[src/rtl/mod5_link_pkg.sv]
// Shared definitions for both ends of the 8-bit serial link in the mod-5 datapath.
package mod5_link_pkg;

  localparam int unsigned LINK_WORD_W = 8;

  typedef enum logic {
    IDLE  = 1'b0,
    SHIFT = 1'b1
  } rx_state_t;

endpackage

[src/rtl/word_hold_reg.sv]
// Output hold register: presents a completed word on a valid/ready port and
// pulses drop_o when a new word arrives while the held one is still unaccepted.
module word_hold_reg
  import mod5_link_pkg::*;
#(
  parameter int unsigned WIDTH = LINK_WORD_W
) (
  input  logic             clock,
  input  logic             reset_n,
  input  logic             load_i,
  input  logic [WIDTH-1:0] word_i,
  input  logic             ready_i,
  output logic [WIDTH-1:0] data_o,
  output logic             valid_o,
  output logic             drop_o
);

  logic [WIDTH-1:0] data_q;
  logic             valid_q;

  // A load is accepted when the slot is empty or is being emptied at this edge.
  always_ff @(posedge clock) begin
    if (!reset_n) begin
      data_q  <= '0;
      valid_q <= 1'b0;
    end else if (load_i && (!valid_q || ready_i)) begin
      data_q  <= word_i;
      valid_q <= 1'b1;
    end else if (valid_q && ready_i) begin
      valid_q <= 1'b0;
    end
  end

  assign data_o  = data_q;
  assign valid_o = valid_q;
  assign drop_o  = load_i && valid_q && !ready_i;

endmodule

[src/rtl/register_8_serial_in.sv]
// Serial-in, parallel-out receiver: rebuilds MSB-first words from the link
// bit stream, with sticky overrun and framing-error flags.
module register_8_serial_in
  import mod5_link_pkg::*;
#(
  parameter int unsigned WIDTH      = LINK_WORD_W,
  parameter bit          CONTINUOUS = 1'b0
) (
  input  logic             clock,
  input  logic             reset_n,
  input  logic             en,
  input  logic             serial_in,
  input  logic             frame_start,
  input  logic             clear_flags,
  output logic [WIDTH-1:0] parallel_out,
  output logic             out_valid,
  input  logic             out_ready,
  output logic             busy,
  output logic             overrun,
  output logic             frame_err
);

  localparam int unsigned CNT_W = $clog2(WIDTH);

  rx_state_t        state_q, state_d;
  logic [WIDTH-1:0] shift_q, shift_d;
  logic [CNT_W-1:0] cnt_q, cnt_d;
  logic             overrun_q, frame_err_q;
  logic [WIDTH-1:0] word;
  logic             complete;
  logic             ferr_set;
  logic             drop;

  assign word = {shift_q[WIDTH-2:0], serial_in};

  always_comb begin
    state_d  = state_q;
    shift_d  = shift_q;
    cnt_d    = cnt_q;
    complete = 1'b0;
    ferr_set = 1'b0;
    if (en) begin
      case (state_q)
        IDLE: begin
          if (frame_start) begin
            shift_d = word;
            cnt_d   = CNT_W'(1);
            state_d = SHIFT;
          end
        end
        SHIFT: begin
          shift_d = word;
          // bit_cnt==0 only occurs in CONTINUOUS mode, where frame_start is a legal MSB marker
          if (frame_start && (cnt_q != '0)) begin
            ferr_set = 1'b1;
            cnt_d    = CNT_W'(1);
          end else if (cnt_q == CNT_W'(WIDTH - 1)) begin
            complete = 1'b1;
            cnt_d    = '0;
            if (!CONTINUOUS) state_d = IDLE;
          end else begin
            cnt_d = cnt_q + 1'b1;
          end
        end
        default: state_d = IDLE;
      endcase
    end
  end

  always_ff @(posedge clock) begin
    if (!reset_n) begin
      state_q     <= IDLE;
      shift_q     <= '0;
      cnt_q       <= '0;
      overrun_q   <= 1'b0;
      frame_err_q <= 1'b0;
    end else begin
      state_q <= state_d;
      shift_q <= shift_d;
      cnt_q   <= cnt_d;
      if (drop)             overrun_q <= 1'b1;
      else if (clear_flags) overrun_q <= 1'b0;
      if (ferr_set)         frame_err_q <= 1'b1;
      else if (clear_flags) frame_err_q <= 1'b0;
    end
  end

  word_hold_reg #(
    .WIDTH(WIDTH)
  ) u_hold (
    .clock  (clock),
    .reset_n(reset_n),
    .load_i (complete),
    .word_i (word),
    .ready_i(out_ready),
    .data_o (parallel_out),
    .valid_o(out_valid),
    .drop_o (drop)
  );

  assign busy      = (state_q == SHIFT);
  assign overrun   = overrun_q;
  assign frame_err = frame_err_q;

endmodule

[config.mk]
export PLATFORM = sky130hd
export DESIGN_NAME = register_8_serial_in
export DESIGN_NICKNAME = d
export VERILOG_FILES = /design/src/rtl/mod5_link_pkg.sv /design/src/rtl/word_hold_reg.sv /design/src/rtl/register_8_serial_in.sv
export SDC_FILE = /design/constraint.sdc
export NUM_CORES = 1
export LEC_CHECK = 0
export CORE_MARGIN = 10
export CORE_UTILIZATION = 45
export DETAILED_ROUTE_END_ITERATION = 12
export GPL_TIMING_DRIVEN = 0
export PLACE_DENSITY = 0.83
export SYNTH_ARGS = -nofsm -noshare
export SYNTH_HDL_FRONTEND = slang
export SYNTH_SLANG_ARGS = --single-unit
[constraint.sdc]
create_clock -name clock -period 1.7 [get_ports clock]
set_input_delay 0.17 -clock clock [delete_from_list [all_inputs] [get_ports clock]]
set_output_delay 0.17 -clock clock [all_outputs]
set_load 0.01 [all_outputs]
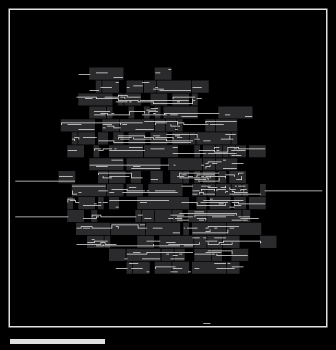
Fig. 1. Signal wires on met1 (run 1).
Bar = 20 um.
share of all routed wire: 41%
longest straight run: 17.5 um
vias after detailed routing: 746
DRT Wirelength: 2009 um

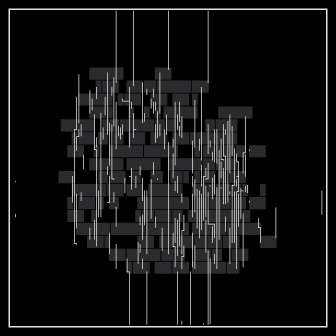
Fig. 2. Met2 routing (run 1).
main direction: vertical
nets with wire on the layer: 112
wire length on this layer: 1,010 um
longest straight run: 24.0 um
share of all routed wire: 50%

==> impl_metrics.ini, run 1 <==
; generated from flow reports
[setup_path]
crit_top_cell = ha_1
start_kind = flop
crit_fanout = 8
cp_slowest_cell = dfxtp_1
path_buffers = 1
cp_cell_sequence = ha_1 -> ha_1 -> nand3_2 -> a211oi_4 -> buf_12 -> mux2i_1
criticalPathCategory = flop to flop
crit_family = adder cells
r2r_setup_slack_ps = 160
crit_arrival_ps = 1780

[power_and_ir_drop]
powerDensity_nw_per_um2 = 810.3
p_leak_nw = 0.4623
ir_drop_v = 0.0006103

[status]
status = complete, no violations

[logic_synthesis]
synth.area.top_cells = dfxtp_1 (45%), mux2i_1 (15%), nor2b_1 (7.1%), nand2_1 (7.0%), ha_1 (3.9%)
ff_type = dfxtp_1
syn_area_um2 = 969.7
numSynthFlops = 22
seq_area_frac_synth_pct = 45.42
synth_top_cell_by_count = dfxtp_1
top_area_cell = dfxtp_1
ys_cells = 99
ys_types = 24

[final_timing]
max_freq_ghz = 0.6503
finalClockPeriodUsage_pct = 90.45
skew_ps = 8.217
drv_slew = 0
timing.hold.ws_ps = 352.1
setup_ws_ps = 162.4
finalHoldViolCount = 0

[cts]
cts.sinks = 22
clk_latency_ps = 310
cts_tree = done
htree_levels = 1
cts_buffers = 3
cts_root_buf = clkbuf_4

[job]
cap_violations = 0
warnings = 27

[layout]
nMultiInputCombCells = 68
finalNetCount = 132
buffer_area_share_pct = 16.47
fillers = 168
diodes = 0
buffers = 22
comb_area_share_pct = 39.76
fin_util_pct = 62.25
largestClassByArea = combinational gates
register_area_um2 = 440.4
fin_area_um2 = 1246
combGateArea_um2 = 495.5
seq_share_pct = 35.34

[floorplan]
core_um2 = 2002
tap_cells = 27
rows = 16
die-area_um2 = 4412

[routing]
drc = 0
wl_per_cell_um = 13.57
first_pass_iters = 4
drtAntennaViolNets = 0
viasPerCell = 5.041

[placement]
gp_congestion = 0.7703
place_hpwl_um = 1472
io_buffers = 17

[hold_path]
hold_class = primary input to flop

[global_routing]
overflow = 0
grt_pass1_wl_um = 3670
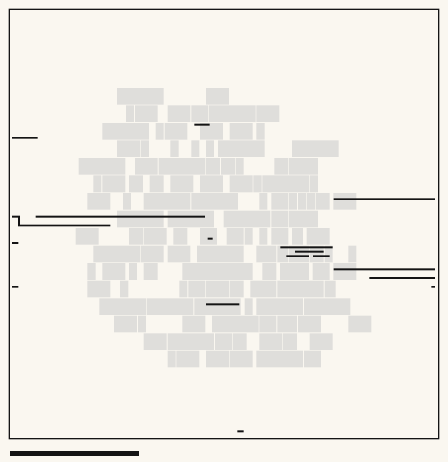
Fig. 3. Met3 routing (run 1).
Bar = 20 um.
longest straight run: 26.0 um
share of all routed wire: 5.7%

## run 1: cells by family after synthesis
| logic type | Yosys count | share of synthesized area, % |
|---|---|---|
| DFF | 22 | 45.42 |
| and+or+nand+nor | 35 | 18.84 |
| buffers and inverters | 9 | 3.484 |
| adders and majority gates | 3 | 3.871 |
| muxes | 15 | 15.48 |
| AOI/OAI and AO/OA | 15 | 12.90 |
## run 1: placed cells by master, fill, tap and decap left out, types with 2 or more instances in the layout
master	count
ha_1	3
nand2_1	18
o21a_1	2
dfxtp_1	22
clkbuf_4	3
clkdlybuf4s50_1	17
a21oi_1	2
a21boi_0	2
nor2b_1	11
o211ai_1	2
inv_1	5
mux2i_1	15
clkbuf_1	4
## run 1: power by group
part / switching, mW / total, mW / internal, mW
clock: 0.156 / 0.395 / 0.238
combinational: 0.0463 / 0.0850 / 0.0387
sequential: 0.00733 / 0.530 / 0.523
## run 1: state kept, by name, summed over array words and instances (netlist names)
| signal | cells |
|---|---|
| busy | 1 |
| cnt_q | 3 |
| frame_err | 1 |
| overrun | 1 |
| shift_q | 7 |
| u_hold.data_o | 8 |
| u_hold.valid_o | 1 |
## run 1: repair_timing
item / in CTS / in global routing
hold buffers: 0 / 0
buffers inserted: 1 / 0
endpoints found under the setup margin: 8 / 0
## run 1: path summary, 6_finish.rpt
| path | from | end | depth (start not counted) |
|---|---|---|---|
| min | frame_start | busy | 3 |
| max | cnt_q[0] | u_hold.data_o[5] | 6 |
| min reg2reg | u_hold.data_o[0] | u_hold.data_o[0] | 2 |
| max reg2reg | cnt_q[0] | u_hold.data_o[5] | 6 |
## run 1: layer usage
layer	vias to the layer above	global-route usage, %	part of all wire [%]
met5	-	0	0
met4	0	6.283	2.4
met3	6	2.881	5.6
met2	20	17.70	50
met1	338	11.11	41
li1	382	-	-
Fig. 4: run 1, cell outlines without signal wires
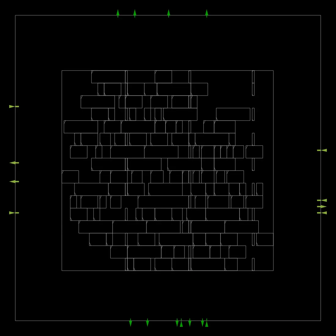

==> run 2, diff against run 1 <==
--- a/config.mk
+++ b/config.mk
@@ -5,11 +5,14 @@
 export SDC_FILE = /design/constraint.sdc
 export NUM_CORES = 1
 export LEC_CHECK = 0
+export CELL_PAD_IN_SITES_DETAIL_PLACEMENT = 2
+export CELL_PAD_IN_SITES_GLOBAL_PLACEMENT = 2
 export CORE_MARGIN = 10
-export CORE_UTILIZATION = 45
+export CORE_UTILIZATION = 30
 export DETAILED_ROUTE_END_ITERATION = 12
 export GPL_TIMING_DRIVEN = 0
-export PLACE_DENSITY = 0.83
+export PLACE_DENSITY = 0.87
+export REMOVE_ABC_BUFFERS = 1
 export SYNTH_ARGS = -nofsm -noshare
 export SYNTH_HDL_FRONTEND = slang
 export SYNTH_SLANG_ARGS = --single-unit
==> constraint.sdc (replaced) <==
create_clock -name clock -period 1.7 [get_ports clock]
set_input_delay 0.34 -clock clock [delete_from_list [all_inputs] [get_ports clock]]
set_output_delay 0.34 -clock clock [all_outputs]
set_load 0.01 [all_outputs]
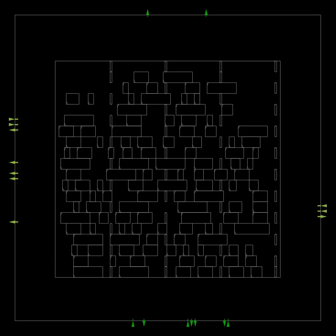
Fig. 5. Cell outlines without signal wires (run 2).
n_taps: 44
core area: 3078 um2
FP Rows: 20
Fillers: 353

==> run 2 against run 1 <==
Flip-flop count unchanged. Synthesized cell count unchanged. Worst hold slack improved by 120 ps. Wire length increased by 24%. Die area increased by 34%. Count of clock-buffer cells in the layout increased by 1. Critical path type is now flop to primary output.
==> impl_metrics.ini, run 2 <==
; generated from flow reports
[status]
status = complete, no violations

[setup_path]
criticalPathCategory = flop to primary output
crit_fanout = 7
cp_cell_sequence = clkdlybuf4s50_1
crit_arrival_ps = 1260
cp_slowest_cell = clkdlybuf4s50_1
path_buffers = 1
start_kind = flop

[logic_synthesis]
ys_types = 24
numSynthFlops = 22
synth_top_cell_by_count = dfxtp_1
syn_area_um2 = 969.7

[cts]
cts_buffers = 3
clk_latency_ps = 320
cts_root_buf = clkbuf_4
cts.sinks = 22
htree_levels = 1

[layout]
layout_top_cell = dfxtp_1
finalNetCount = 129
fin_area_um2 = 1249

[power_and_ir_drop]
powerDensity_nw_per_um2 = 730.2
p_leak_nw = 0.4565

[final_timing]
finalHoldViolCount = 0
drv_slew = 0

[routing]
wl_per_cell_um = 15.38
drtAntennaViolNets = 0
vias = 765
viasPerCell = 4.722

[placement]
io_buffers = 18
place_hpwl_um = 1768
gp_congestion = 0.7847

[global_routing]
grt_pass1_wl_um = 4222

[job]
warnings = 26
cap_violations = 0

[floorplan]
die-area_um2 = 5907

[hold_path]
hold_class = flop to flop
run 2: layout make-up:
type                            instances  area (um2)
Clock buffer                            4       36.28
Inverter                                5       18.77
Tap cell                               44       55.05
Timing Repair Buffer                   19       198.9
Fill cell                             353        1829
Sequential cell                        22       444.2
Multi-Input combinational cell         68       495.5
run 2: final timing paths:
kind | startpoint | end | slack (ps) | cells after the start
max | busy | busy | 100 | 1
min | u_hold.data_o[0] | u_hold.data_o[0] | 470 | 2
max reg2reg | cnt_q[1] | u_hold.data_o[1] | 170 | 6
min reg2reg | u_hold.data_o[0] | u_hold.data_o[0] | 470 | 2
run 2: logic make-up after synthesis:
family	share of synthesized area (%)
fa+ha+maj	3.871
flops	45.42
buf+inv	3.484
simple gates	18.84
compound gates	12.90
mux	15.48
run 2: timing repair:
item | 4_1_cts | 5_1_grt
hold buffers | 0 | 0
resized | 2 | 1
setup buffers | 1 | 0
pin swaps | 1 | 0
endpoints found under the setup margin | 10 | 1
run 2: layer usage:
metal / routed length, um / track usage [%] / share of wire [%]
met5: 0 / 0 / 0
met1: 1016 / 9.413 / 41
met4: 61 / 4.461 / 2.4
met2: 1277 / 14.67 / 51
met3: 136 / 3.497 / 5.5
run 2: through the flow:
stage / power [mW] / instances / hold slack [ps] / setup WS, ps
6_report: 0.9118 / 162 / 468.2 / 96.38
5_1_grt: 0.9676 / 162 / 488.8 / 24.61
4_1_cts: 0.9296 / 162 / 475.7 / 39.29
3_5_place_dp: 0.6279 / 157 / 453.6 / -379.4
3_3_place_gp: 0.6229 / 157 / 443.4 / -319.4
2_1_floorplan: 0.5835 / 95 / 437.7 / 189.8
run 2: where the power goes:
group | switching [mW] | internal (mW)
clock | 0.166 | 0.131
sequential | 0.00767 | 0.522
combinational | 0.0470 | 0.0382
Fig. 6: run 2, met2 routing
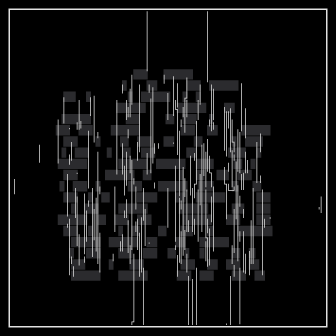

==> run 3, diff against run 2 <==
--- a/config.mk
+++ b/config.mk
@@ -5,13 +5,11 @@
 export SDC_FILE = /design/constraint.sdc
 export NUM_CORES = 1
 export LEC_CHECK = 0
-export CELL_PAD_IN_SITES_DETAIL_PLACEMENT = 2
-export CELL_PAD_IN_SITES_GLOBAL_PLACEMENT = 2
 export CORE_MARGIN = 10
-export CORE_UTILIZATION = 30
+export CORE_UTILIZATION = 45
 export DETAILED_ROUTE_END_ITERATION = 12
 export GPL_TIMING_DRIVEN = 0
-export PLACE_DENSITY = 0.87
+export PLACE_DENSITY = 0.83
 export REMOVE_ABC_BUFFERS = 1
 export SYNTH_ARGS = -nofsm -noshare
 export SYNTH_HDL_FRONTEND = slang
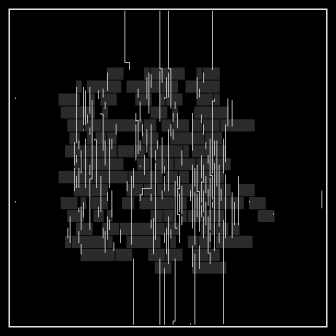
Fig. 7. Met2 routing (run 3).
longest straight run: 21.8 um
main direction: vertical
vias after detailed routing: 714
GRT met2 Usage: 13.76%
DRT Wirelength: 1760 um

==> run 3 against run 2 <==
Clock power is 27% lower. Design area is 2.7% lower. Wire length is 29% lower. Synthesized cell count stayed put. Sequential share of layout area is 0.78 points higher. First-iteration DRC count is 48% lower. Largest power group unchanged. Via count is 6.7% lower. Clock skew is 0.61 ps higher. Register-to-register slack better by 30 ps.
==> impl_metrics.ini, run 3 <==
; generated from flow reports
[logic_synthesis]
seq_area_frac_synth_pct = 45.42
synth_cells = 99
synthMuxAreaShare_pct = 15.48
synth.top_cell.area_share_pct = 45.42
async_flop_share_pct = 0
ys_cells = 99
synth.area.top_cells = dfxtp_1 (45%), mux2i_1 (15%), nor2b_1 (7.1%), nand2_1 (7.0%), ha_1 (3.9%)
numSynthFlops = 22
top_logic_kind = simple AND/OR/NAND/NOR gates
top_area_cell = dfxtp_1
synthAdderAreaFrac_pct = 3.871
ff_type = dfxtp_1
syn_area_um2 = 969.7
yosysWarnings = 0
aoi_share_pct = 12.90
ys_sh_simple_pct = 18.84
syn_avg_cell_area_um2 = 9.795
synth_top_cell_by_count = dfxtp_1
ys_types = 24
synth-edff-count = 0
xor_area_share_pct = 0

[final_timing]
finalHoldViolCount = 0
drv_slew = 0
timing.hold.ws_ps = 463.3
setup_ws_ps = 108.3
max_freq_ghz = 0.6282
skew_ps = 2.905
finalClockPeriodUsage_pct = 93.63
fin_setup_tns_ps = 0

[setup_path]
crit_arrival_ps = 1250
r2r_end = u_hold.data_o[6]
crit_fanout = 7
endpoint = busy
cp_slowest_cell = clkdlybuf4s50_1
rr_worst_depth = 6
r2r_setup_slack_ps = 200
criticalPathCategory = flop to primary output
reg2reg_from = cnt_q[0]
start_kind = flop
cp_cell_sequence = clkdlybuf4s50_1
crit_family = buffers and inverters
crit_cells = 1
path_buffers = 1
crit_required_ps = 1360
crit_start = busy

[routing]
wl_per_cell_um = 12.22
viasPerCell = 4.958
first_pass_iters = 4
drtAntennaViolNets = 0
drc = 0

[job]
warnings = 26
cap_violations = 0

[floorplan]
rows = 16
die_w_um = 66.42
core_um2 = 2002
die-area_um2 = 4412

[placement]
dpl_worst_slack_ps = -301.6
dp.cells = 140
dpl_cell_area_um2 = 1169
gp_congestion = 0.8411
io_buffers = 18
place_hpwl_um = 1353

[layout]
fin_util_pct = 60.69
final_cells = 144
fin_area_um2 = 1215
diodes = 0
finalNetCount = 129
largest_register_ffs = 8
mostFrequentLayoutCells = dfxtp_1 (21), nand2_1 (18), clkdlybuf4s50_1 (17)
layout_top_cell = dfxtp_1

[cts]
clk_latency_ps = 290
cts.sinks = 22
cts_buffers = 3
clk_pin_slew_ps = 110
cts_tree = done
htree_levels = 1
postCtsHoldBufs = 0
cts_root_buf = clkbuf_4
clockBufferDepth = 2

[global_routing]
overflow = 0
grt_pass1_wl_um = 3022
antenna_found_initial = 0
grt_pass1_vias = 686

[power_and_ir_drop]
ir_drop_v = 0.0004046
powerDensity_nw_per_um2 = 683.6
p_leak_nw = 0.4568
fin_total_pwr_uw = 830.5

[status]
status = complete, no violations

[hold_path]
hold_class = flop to flop
==> run 3: cell counts after synthesis <==
Identical to the previous run, type by type.
==> run 3: layer usage <==
metal / vias up / part of all wire, % / GRT usage [%]
met4: 0 / 0.97 / 4.712
li1: 371 / - / -
met2: 9 / 50 / 13.76
met5: - / 0 / 0
met1: 332 / 44 / 9.693
met3: 2 / 5.6 / 3.220
==> run 3: what timing repair did <==
action | in CTS | in global routing
endpoints found under the setup margin | 8 | 2
pin swaps | 1 | 0
resized | 0 | 2
buffers inserted | 1 | 0
==> run 3: cell families after synthesis <==
group	count (synthesis)
adder cells (fa/ha/maj)	3
AND-OR/OR-AND	15
AND/OR/NAND/NOR	35
multiplexers	15
buffers and inverters	9
flip-flops	22
==> run 3: final cells by class <==
cell class / count / area [um2]
multi-input combinational: 68 / 495.5
fill: 176 / 787.0
sequential: 22 / 441.7
clock buffer: 3 / 22.52
inverter: 5 / 18.77
tap: 27 / 33.78
timing repair buffer: 19 / 202.7
==> run 3: how the worst min path moves through the flow <==
stage | startpoint | end | slack (ps) | cells past startpoint
floorplan | shift_q[6] | u_hold.data_o[7] | 440 | 2
global placement | u_hold.data_o[2] | u_hold.data_o[2] | 440 | 2
detailed placement | u_hold.data_o[4] | u_hold.data_o[4] | 450 | 2
CTS | u_hold.data_o[4] | u_hold.data_o[4] | 470 | 2
global route | u_hold.data_o[1] | u_hold.data_o[1] | 500 | 2
finish | u_hold.data_o[7] | u_hold.data_o[7] | 460 | 2
==> run 3: where the power goes <==
| part | switching, mW | leakage (nW) | internal [mW] |
|---|---|---|---|
| combinational | 0.0434 | 0.265 | 0.0387 |
| sequential | 0.00753 | 0.178 | 0.523 |
| clock | 0.136 | 0.0138 | 0.0823 |
Power figures rest on the tool's default switching activity, not on a simulated workload.
